Fig. 1: run 1, sizing map
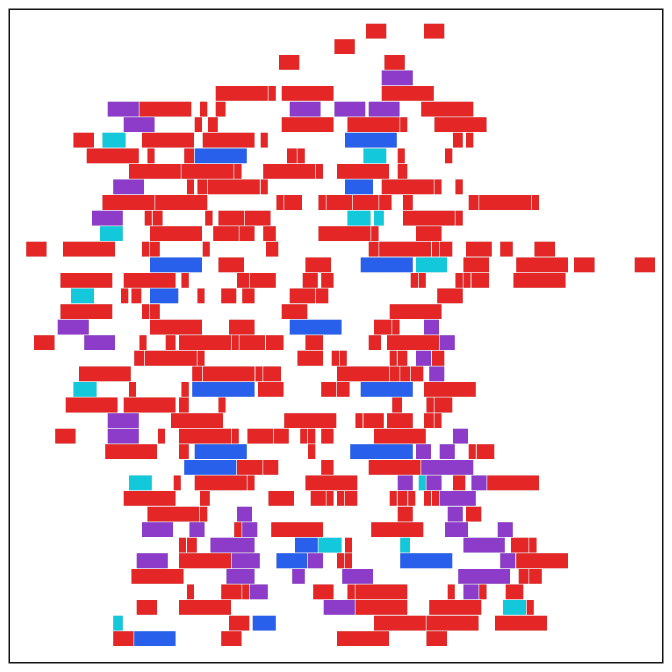
Fig. 2: run 1, cell classes on the final placement
Scale bar: 20 microns.
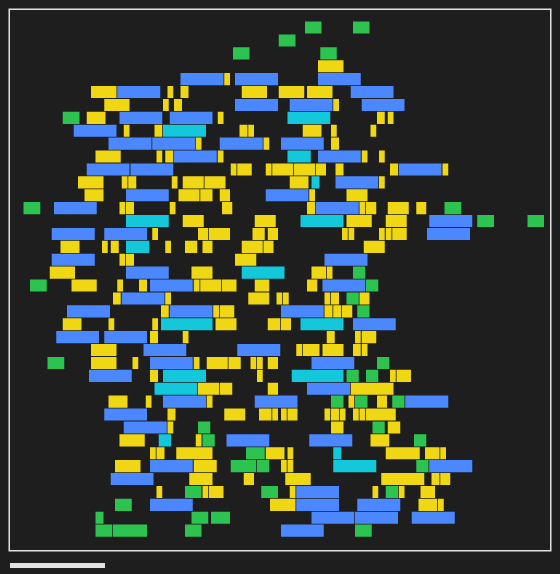
Fig. 3: run 1, clock routing
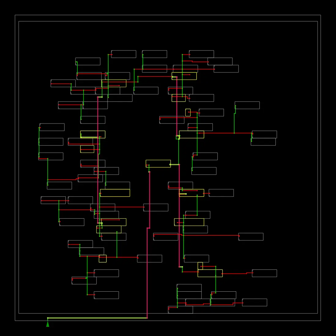
==> config.mk <==
export PLATFORM = sky130hd
export DESIGN_NAME = pwm_led_driver
export DESIGN_NICKNAME = d
export VERILOG_FILES = /design/src/rtl/pwm_led_driver.sv
export SDC_FILE = /design/constraint.sdc
export NUM_CORES = 1
export LEC_CHECK = 0
export CAP_MARGIN = 20
export CORE_UTILIZATION = 25
export DETAILED_ROUTE_END_ITERATION = 10
export PLACE_DENSITY = 0.43
export SLEW_MARGIN = 15
export SYNTH_ARGS = -nofsm -noshare
export SYNTH_HDL_FRONTEND = slang
export SYNTH_SLANG_ARGS = --single-unit
==> constraint.sdc <==
create_clock -name clock -period 2.1 [get_ports clock]
set_clock_uncertainty 0.15 [all_clocks]
set_input_delay 0.42 -clock clock [delete_from_list [all_inputs] [get_ports clock]]
set_output_delay 0.42 -clock clock [all_outputs]
set_load 0.03 [all_outputs]
==> reports/qor_table.md, run 1 <==
| Item | This run | Unit |
|---|---|---|
| Yosys Chip Area | 3128 | sq um |
| Total iterations of the first detailed-routing run | 4 | - |
| Cell Pwr Density | 807.9 | nW/um^2 |
| I/O pins | 21 | - |
| Via total after detailed routing | 2028 | - |
| Library cell occupying the most area in the post-synthesis netlist | sky130_fd_sc_hd__dfrtp_1 | - |
| Count of library flops with an enable pin | 0 | - |
| Yosys stat cell total | 273 | - |
| Mapped Area | 3128 | sq um |
| Initial antenna violation count | 0 | - |
| Number of global-route vias before repair | 2028 | - |
| Standby leakage power | 1.851 | nW |
| Asr flop ratio synth | 1.000 | - |
| Minimum clock period after layout | 2.227 | ns |
| Total die area | 12960 | sq um |
| Worst hold-check path type | flop to flop | - |
| TritonCTS clock tree | yes | - |
| Worst Path Class, Setup | flop to output port | - |
| Most used flip-flop cell | sky130_fd_sc_hd__dfrtp_1 | - |
| Share of the core filled by cells before placement | 0.2583 | - |
| Hold path depth | 2 | - |
| Count of endpoints failing setup in the final report | 17 | - |
| Setup slack of the critical path after layout | -0.1268 | ns |
| Antenna cells | 0 | - |
| Post-synthesis sequential area ratio | 0.5200 | - |
| Failing checks | negative setup slack | - |
| Clock buffer depth | 2 | - |
| First-pass GRT wire length | 10450 | microns |
| Drt drc | 0 | - |
| Filler cell count | 1245 | - |
| CTS clk-pin slew, worst paths | 0.05 | ns |
| Total area of sequential cells | 1627 | sq um |
| Peak supply drop | 0.2926 | mV |
| Required arrival time at the worst endpoint | 1.53 | ns |
| Achievable Freq | 449.1 | MHz |
| Depth of the worst register-to-register path | 7 | - |
| Final tally of hold violations | 0 | - |
| # port buffers | 20 | - |
| Outcome | finished, violations left | - |
| Count of nets left with antenna violations after detail routing | 0 | - |
| Global route total overflow | 0 | - |
| Cell area leaders | sky130_fd_sc_hd__dfrtp_1 (52%), sky130_fd_sc_hd__ha_1 (9.6%), sky130_fd_sc_hd__mux2_4 (7.7%), sky130_fd_sc_hd__nand2_1 (5.2%), sky130_fd_sc_hd__o21ai_0 (3.8%) | - |
| Setup crit end kind | output port | - |
| Arrival time of the worst setup path | 1.66 | ns |
| Count of maximum capacitance violations | 0 | - |
| Number of nets produced by synthesis | 313 | - |
| Count of distinct cell types in the synthesized netlist | 37 | - |
| GRT Util Overall | 0.1087 | - |
| H-tree levels | 3 | - |
| Final weighted congestion in routability-driven placement | 0.7153 | - |
| Detail-routed via count per cell | 4.139 | - |
| Synth Instances | 273 | - |
| Post-layout net count | 357 | - |
| CTS sink count | 65 | - |
| Pins Over Slew Limit | 0 | - |
About Fig. 1:
colour	size	cells	share	most used
cyan	drive 2	14	4.3%	mux2_2
purple	drive 3 to 4	44	14%	buf_4
blue	drive 6 and up	17	5.3%	clkbuf_16
red	drive 1 or less	247	77%	dfrtp_1
Post-Layout Inst Area: 4045 sq um
Layout area overhead: 29.32%

About Fig. 2:
colour	class	cells
cyan	clock drivers and dummy loads	16
yellow	all other logic	200
blue	flip-flops	65
green	other buffers and delay cells	41
utilization after layout: 0.3340
# rows: 40
Core Area: 12110 sq um
sequential portion of the cell area: 0.4021

About Fig. 3:
number of buffers inserted during clock tree synthesis: 9
number of clock buffers in the layout: 11
worst skew pair latency: 0.33 ns
sequential cell count: 65

## run 1: cell families after synthesis
logic type                 Yosys count  synth area share
AOI/OAI and AO/OA                   46           0.09120
xor gates and xnor gates             3          0.008402
adders and majority gates           24           0.09600
buffers and inverters               33           0.04840
DFF                                 65            0.5200
muxes                               26            0.1124
other                                1          0.001199
and+or+nand+nor                     75            0.1224
## run 1: through the flow
step | power, mW | area [sq um] | setup slack [ns] | hold slack, ns | std cells
finish | 3.268 | 4045 | -0.1268 | 0.3211 | 490
global route | 3.386 | 4045 | -0.1750 | 0.3394 | 490
CTS | 3.311 | 3999 | -0.1414 | 0.3262 | 488
detailed placement | 1.657 | 3621 | -0.3577 | 0.3134 | 469
global placement | 1.655 | 3621 | -0.3491 | 0.3131 | 469
floorplan | 1.564 | 3142 | -0.09981 | -0.02559 | 273
## run 1: what timing repair did
item | CTS | global route
buffers inserted | 2 | 2
endpoints found under the setup margin | 53 | 47
gates resized | 12 | 5
endpoints found under the hold margin | 65 | 0
pin swaps | 6 | 0
hold buffers | 1 | 0
## run 1: critical path, cell delays in order, from the launching register on
cell                      delay [ns]
sky130_fd_sc_hd__dfrtp_1        0.38
sky130_fd_sc_hd__inv_2          0.08
sky130_fd_sc_hd__ha_4           0.14
sky130_fd_sc_hd__nand3_4        0.06
sky130_fd_sc_hd__or3_4          0.39
sky130_fd_sc_hd__and2_4         0.15
sky130_fd_sc_hd__buf_6          0.13
## run 1: routing by layer
layer | part of all wire | track usage
met5 | 0 | 0
met3 | 0.022 | 0.01966
met2 | 0.45 | 0.1622
met1 | 0.50 | 0.1449
met4 | 0.026 | 0.07013
## run 1: report_power, final
group / total [mW] / switching, mW / leakage, nW / internal [mW]
combinational: 0.223 / 0.0703 / 0.839 / 0.153
clock: 1.63 / 0.533 / 0.162 / 1.10
sequential: 1.41 / 0.0569 / 0.850 / 1.36
total: 3.27 / 0.660 / 1.85 / 2.61
## run 1: cells in the mapped netlist (2+ instances only)
cell,count
sky130_fd_sc_hd__dfrtp_1,65
sky130_fd_sc_hd__nand2_1,43
sky130_fd_sc_hd__ha_1,24
sky130_fd_sc_hd__inv_1,24
sky130_fd_sc_hd__o21ai_0,24
sky130_fd_sc_hd__mux2_4,16
sky130_fd_sc_hd__mux2_2,9
sky130_fd_sc_hd__nor2_1,8
sky130_fd_sc_hd__nand2b_1,7
sky130_fd_sc_hd__or3_1,5
sky130_fd_sc_hd__o22ai_1,4
sky130_fd_sc_hd__a211o_1,3
sky130_fd_sc_hd__a21o_1,3
sky130_fd_sc_hd__a221oi_1,3
sky130_fd_sc_hd__buf_6,3
sky130_fd_sc_hd__clkbuf_1,3
sky130_fd_sc_hd__nand3_1,3
sky130_fd_sc_hd__o21a_1,3
sky130_fd_sc_hd__buf_2,2
sky130_fd_sc_hd__o31ai_1,2
sky130_fd_sc_hd__or4b_4,2
sky130_fd_sc_hd__xnor2_1,2
## run 1: layout make-up
cell class,count,area share
sequential,65,0.4021
multi-input combinational,175,0.3464
timing repair buffer,41,0.09403
tap,168,0.05196
clock buffer,11,0.06248
clock inverter,5,0.01918
inverter,25,0.02382
==> run 2: changes to the inputs <==
- PLACE_DENSITY: 0.43 -> 0.39
==> run 2 against run 1 <==
Compared with the run above: the run still ends with negative setup slack left; setup slack worse by 0.013 ns; non-clock buffer count is 8 higher; global-route usage is 0.82 points higher; area after synthesis stayed put; via count is 2.6% higher; final area is 1.1% higher; critical path depth stayed put; register-to-register slack worse by 0.05 ns; hold slack hardly changed; final cell count is 1.6% higher; count of clock-buffer cells in the layout is 2 higher; sequential cell count stayed put; critical endpoint unchanged; largest power group unchanged; highest routed layer unchanged.
==> reports/qor_table.md, run 2 <==
| Item | This run | Unit |
|---|---|---|
| Peak supply drop | 0.4111 | mV |
| Count of library flops with an enable pin | 0 | - |
| Depth of the worst register-to-register path | 7 | - |
| Antenna cells | 0 | - |
| I/O pins | 21 | - |
| Leading post-synthesis cells by instance count | sky130_fd_sc_hd__dfrtp_1 (65), sky130_fd_sc_hd__nand2_1 (43), sky130_fd_sc_hd__ha_1 (24), sky130_fd_sc_hd__inv_1 (24), sky130_fd_sc_hd__o21ai_0 (24) | - |
| Minimum clock period after layout | 2.240 | ns |
| Detail-routed via count per cell | 4.179 | - |
| Outcome | finished, violations left | - |
| Standby leakage power | 1.877 | nW |
| Setup slack of the critical path after layout | -0.1397 | ns |
| Drt drc | 0 | - |
| Filler cell count | 1285 | - |
| Layout area overhead | 30.68 | % |
| GRT Util Overall | 0.1169 | - |
| Count of endpoints failing setup in the final report | 17 | - |
| Cell Pwr Density | 761.1 | nW/um^2 |
| Pins Over Slew Limit | 0 | - |
| Worst Path Class, Setup | flop to output port | - |
| Count of distinct cell types in the synthesized netlist | 37 | - |
| Setup crit end kind | output port | - |
| Failing checks | negative setup slack | - |
| Share of the core filled by cells before placement | 0.2583 | - |
| Clock buffer depth | 2 | - |
| Number of nets produced by synthesis | 313 | - |
| Core Area | 12110 | sq um |
| Synth Instances | 273 | - |
| Post-layout net count | 365 | - |
| Worst hold-check path type | flop to flop | - |
| TritonCTS clock tree | yes | - |
| Arrival time of the worst setup path | 1.67 | ns |
| First-pass GRT wire length | 11140 | microns |
| Hold path depth | 2 | - |
| Unrepaired setup endpoints after global routing | yes | - |
| Initial antenna violation count | 0 | - |
| Yosys stat cell total | 273 | - |
| Post-synthesis sequential area ratio | 0.5200 | - |
| Asr flop ratio synth | 1.000 | - |
| Mapped Area | 3128 | sq um |
| # rows | 40 | - |
| Achievable Freq | 446.5 | MHz |
| Utilization after layout | 0.3375 | - |
| H-tree levels | 3 | - |
| Number of global-route vias before repair | 2082 | - |
| Required arrival time at the worst endpoint | 1.53 | ns |
| Final weighted congestion in routability-driven placement | 0.7039 | - |
| # port buffers | 20 | - |
| Count leader, synth | sky130_fd_sc_hd__dfrtp_1 | - |
| Cell area leaders | sky130_fd_sc_hd__dfrtp_1 (52%), sky130_fd_sc_hd__ha_1 (9.6%), sky130_fd_sc_hd__mux2_4 (7.7%), sky130_fd_sc_hd__nand2_1 (5.2%), sky130_fd_sc_hd__o21ai_0 (3.8%) | - |
| Total iterations of the first detailed-routing run | 4 | - |
| Yosys Chip Area | 3128 | sq um |
| Most used flip-flop cell | sky130_fd_sc_hd__dfrtp_1 | - |
| Total die area | 12960 | sq um |
-- run 2: cell counts after synthesis --
No cell type changed its count.
-- run 2: stage by stage --
| step | total power, mW | worst slack [ns] | cells | hold WS, ns | area, sq um |
|---|---|---|---|---|---|
| 3_5_place_dp | 1.669 | -0.3454 | 475 | 0.1556 | 3691 |
| 6_report | 3.111 | -0.1397 | 498 | 0.3212 | 4088 |
| 4_1_cts | 3.176 | -0.1610 | 493 | 0.3238 | 4011 |
| 5_1_grt | 3.250 | -0.2035 | 498 | 0.3343 | 4088 |
| 3_3_place_gp | 1.668 | -0.3365 | 475 | 0.1534 | 3691 |
| 2_1_floorplan | 1.564 | -0.09981 | 273 | -0.02559 | 3142 |
-- run 2: what timing repair did --
| action | CTS | global route |
|---|---|---|
| resized | 10 | 12 |
| buffers inserted | 1 | 6 |
| setup endpoints to repair | 53 | 54 |
| pin swaps | 6 | 2 |
| cloned | 0 | 0 |
| hold buffers | 1 | 0 |
| hold endpoints to repair | 6 | 0 |
-- run 2: critical path, cell delays in order (launching register included) --
cell	delay [ns]
sky130_fd_sc_hd__dfrtp_1	0.39
sky130_fd_sc_hd__inv_2	0.08
sky130_fd_sc_hd__ha_4	0.14
sky130_fd_sc_hd__nand3_4	0.06
sky130_fd_sc_hd__or3_4	0.41
sky130_fd_sc_hd__and2_4	0.15
sky130_fd_sc_hd__buf_6	0.13
-- run 2: report_power, final --
| group | leakage, nW | internal (mW) | switching (mW) |
|---|---|---|---|
| registers | 0.850 | 1.36 | 0.0559 |
| logic | 0.884 | 0.163 | 0.0735 |
| clock network | 0.144 | 0.948 | 0.514 |
| total | 1.88 | 2.47 | 0.644 |
-- run 2: layer usage --
metal / vias up / part of all wire / global-route usage
li1: 1037 / - / -
met1: 1006 / 0.50 / 0.1602
met2: 31 / 0.45 / 0.1720
met3: 7 / 0.036 / 0.03666
met4: 0 / 0.013 / 0.04416
met5: - / 0 / 0
-- run 2: final cells by class --
| class | count | area, sq um | share of cell area |
|---|---|---|---|
| clock buffers | 13 | 250.2 | 0.06122 |
| repair buffers | 49 | 460.4 | 0.1126 |
| flip-flops and latches | 65 | 1627 | 0.3979 |
| multi-input cells | 175 | 1401 | 0.3428 |
| well taps | 168 | 210.2 | 0.05142 |
| clock inverters | 3 | 40.04 | 0.009795 |
| inverters | 25 | 98.84 | 0.02418 |
-- run 2: kinds of logic (layout without fill, tap and decap cells) --
| family | count (synthesis) | count (layout) | synth area share |
|---|---|---|---|
| AND/OR/NAND/NOR | 75 | 75 | 0.1224 |
| AND-OR/OR-AND | 46 | 46 | 0.09120 |
| flip-flops | 65 | 65 | 0.5200 |
| buffers and inverters | 33 | 90 | 0.04840 |
| adder cells (fa/ha/maj) | 24 | 24 | 0.09600 |
| multiplexers | 26 | 26 | 0.1124 |
| other | 1 | 1 | 0.001199 |
| XOR/XNOR | 3 | 3 | 0.008402 |
Fig. 4: run 2, signal wires on met1
Supply wires on this layer in grey. Cells faint in the background.
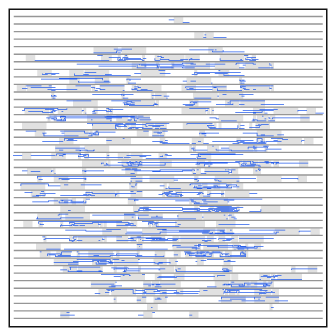
main direction	horizontal
share of all routed wire	50%
longest straight run	48.3 microns
via total after detailed routing: 2081
aggregate routed wire length: 6814 microns
met1 demand-to-capacity share in global routing: 0.1602

Fig. 5: run 2, routed clock nets over the placement
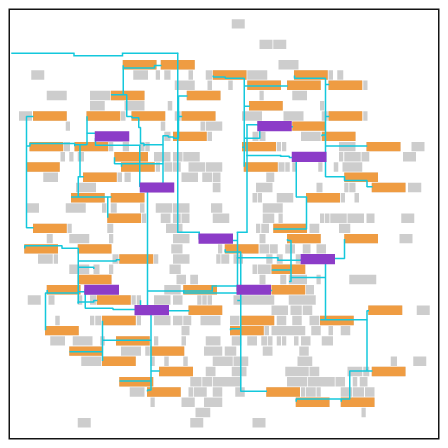
[purple] cells driving clock nets | count: 9
[orange] flip-flops | count: 65
[cyan] clock wires | length: 981 microns
routed clock nets	10
flops lie	all over the die
clock group power: 1.46 mW
worst skew pair latency: 0.32 ns
Clock Power Share: 0.470

Fig. 6: run 2, clock routing
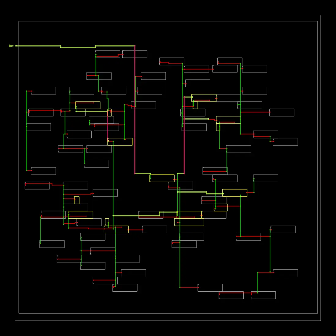
number of clock buffers in the layout: 13
CTS sink count: 65

Power and IR drop assume default switching activity.
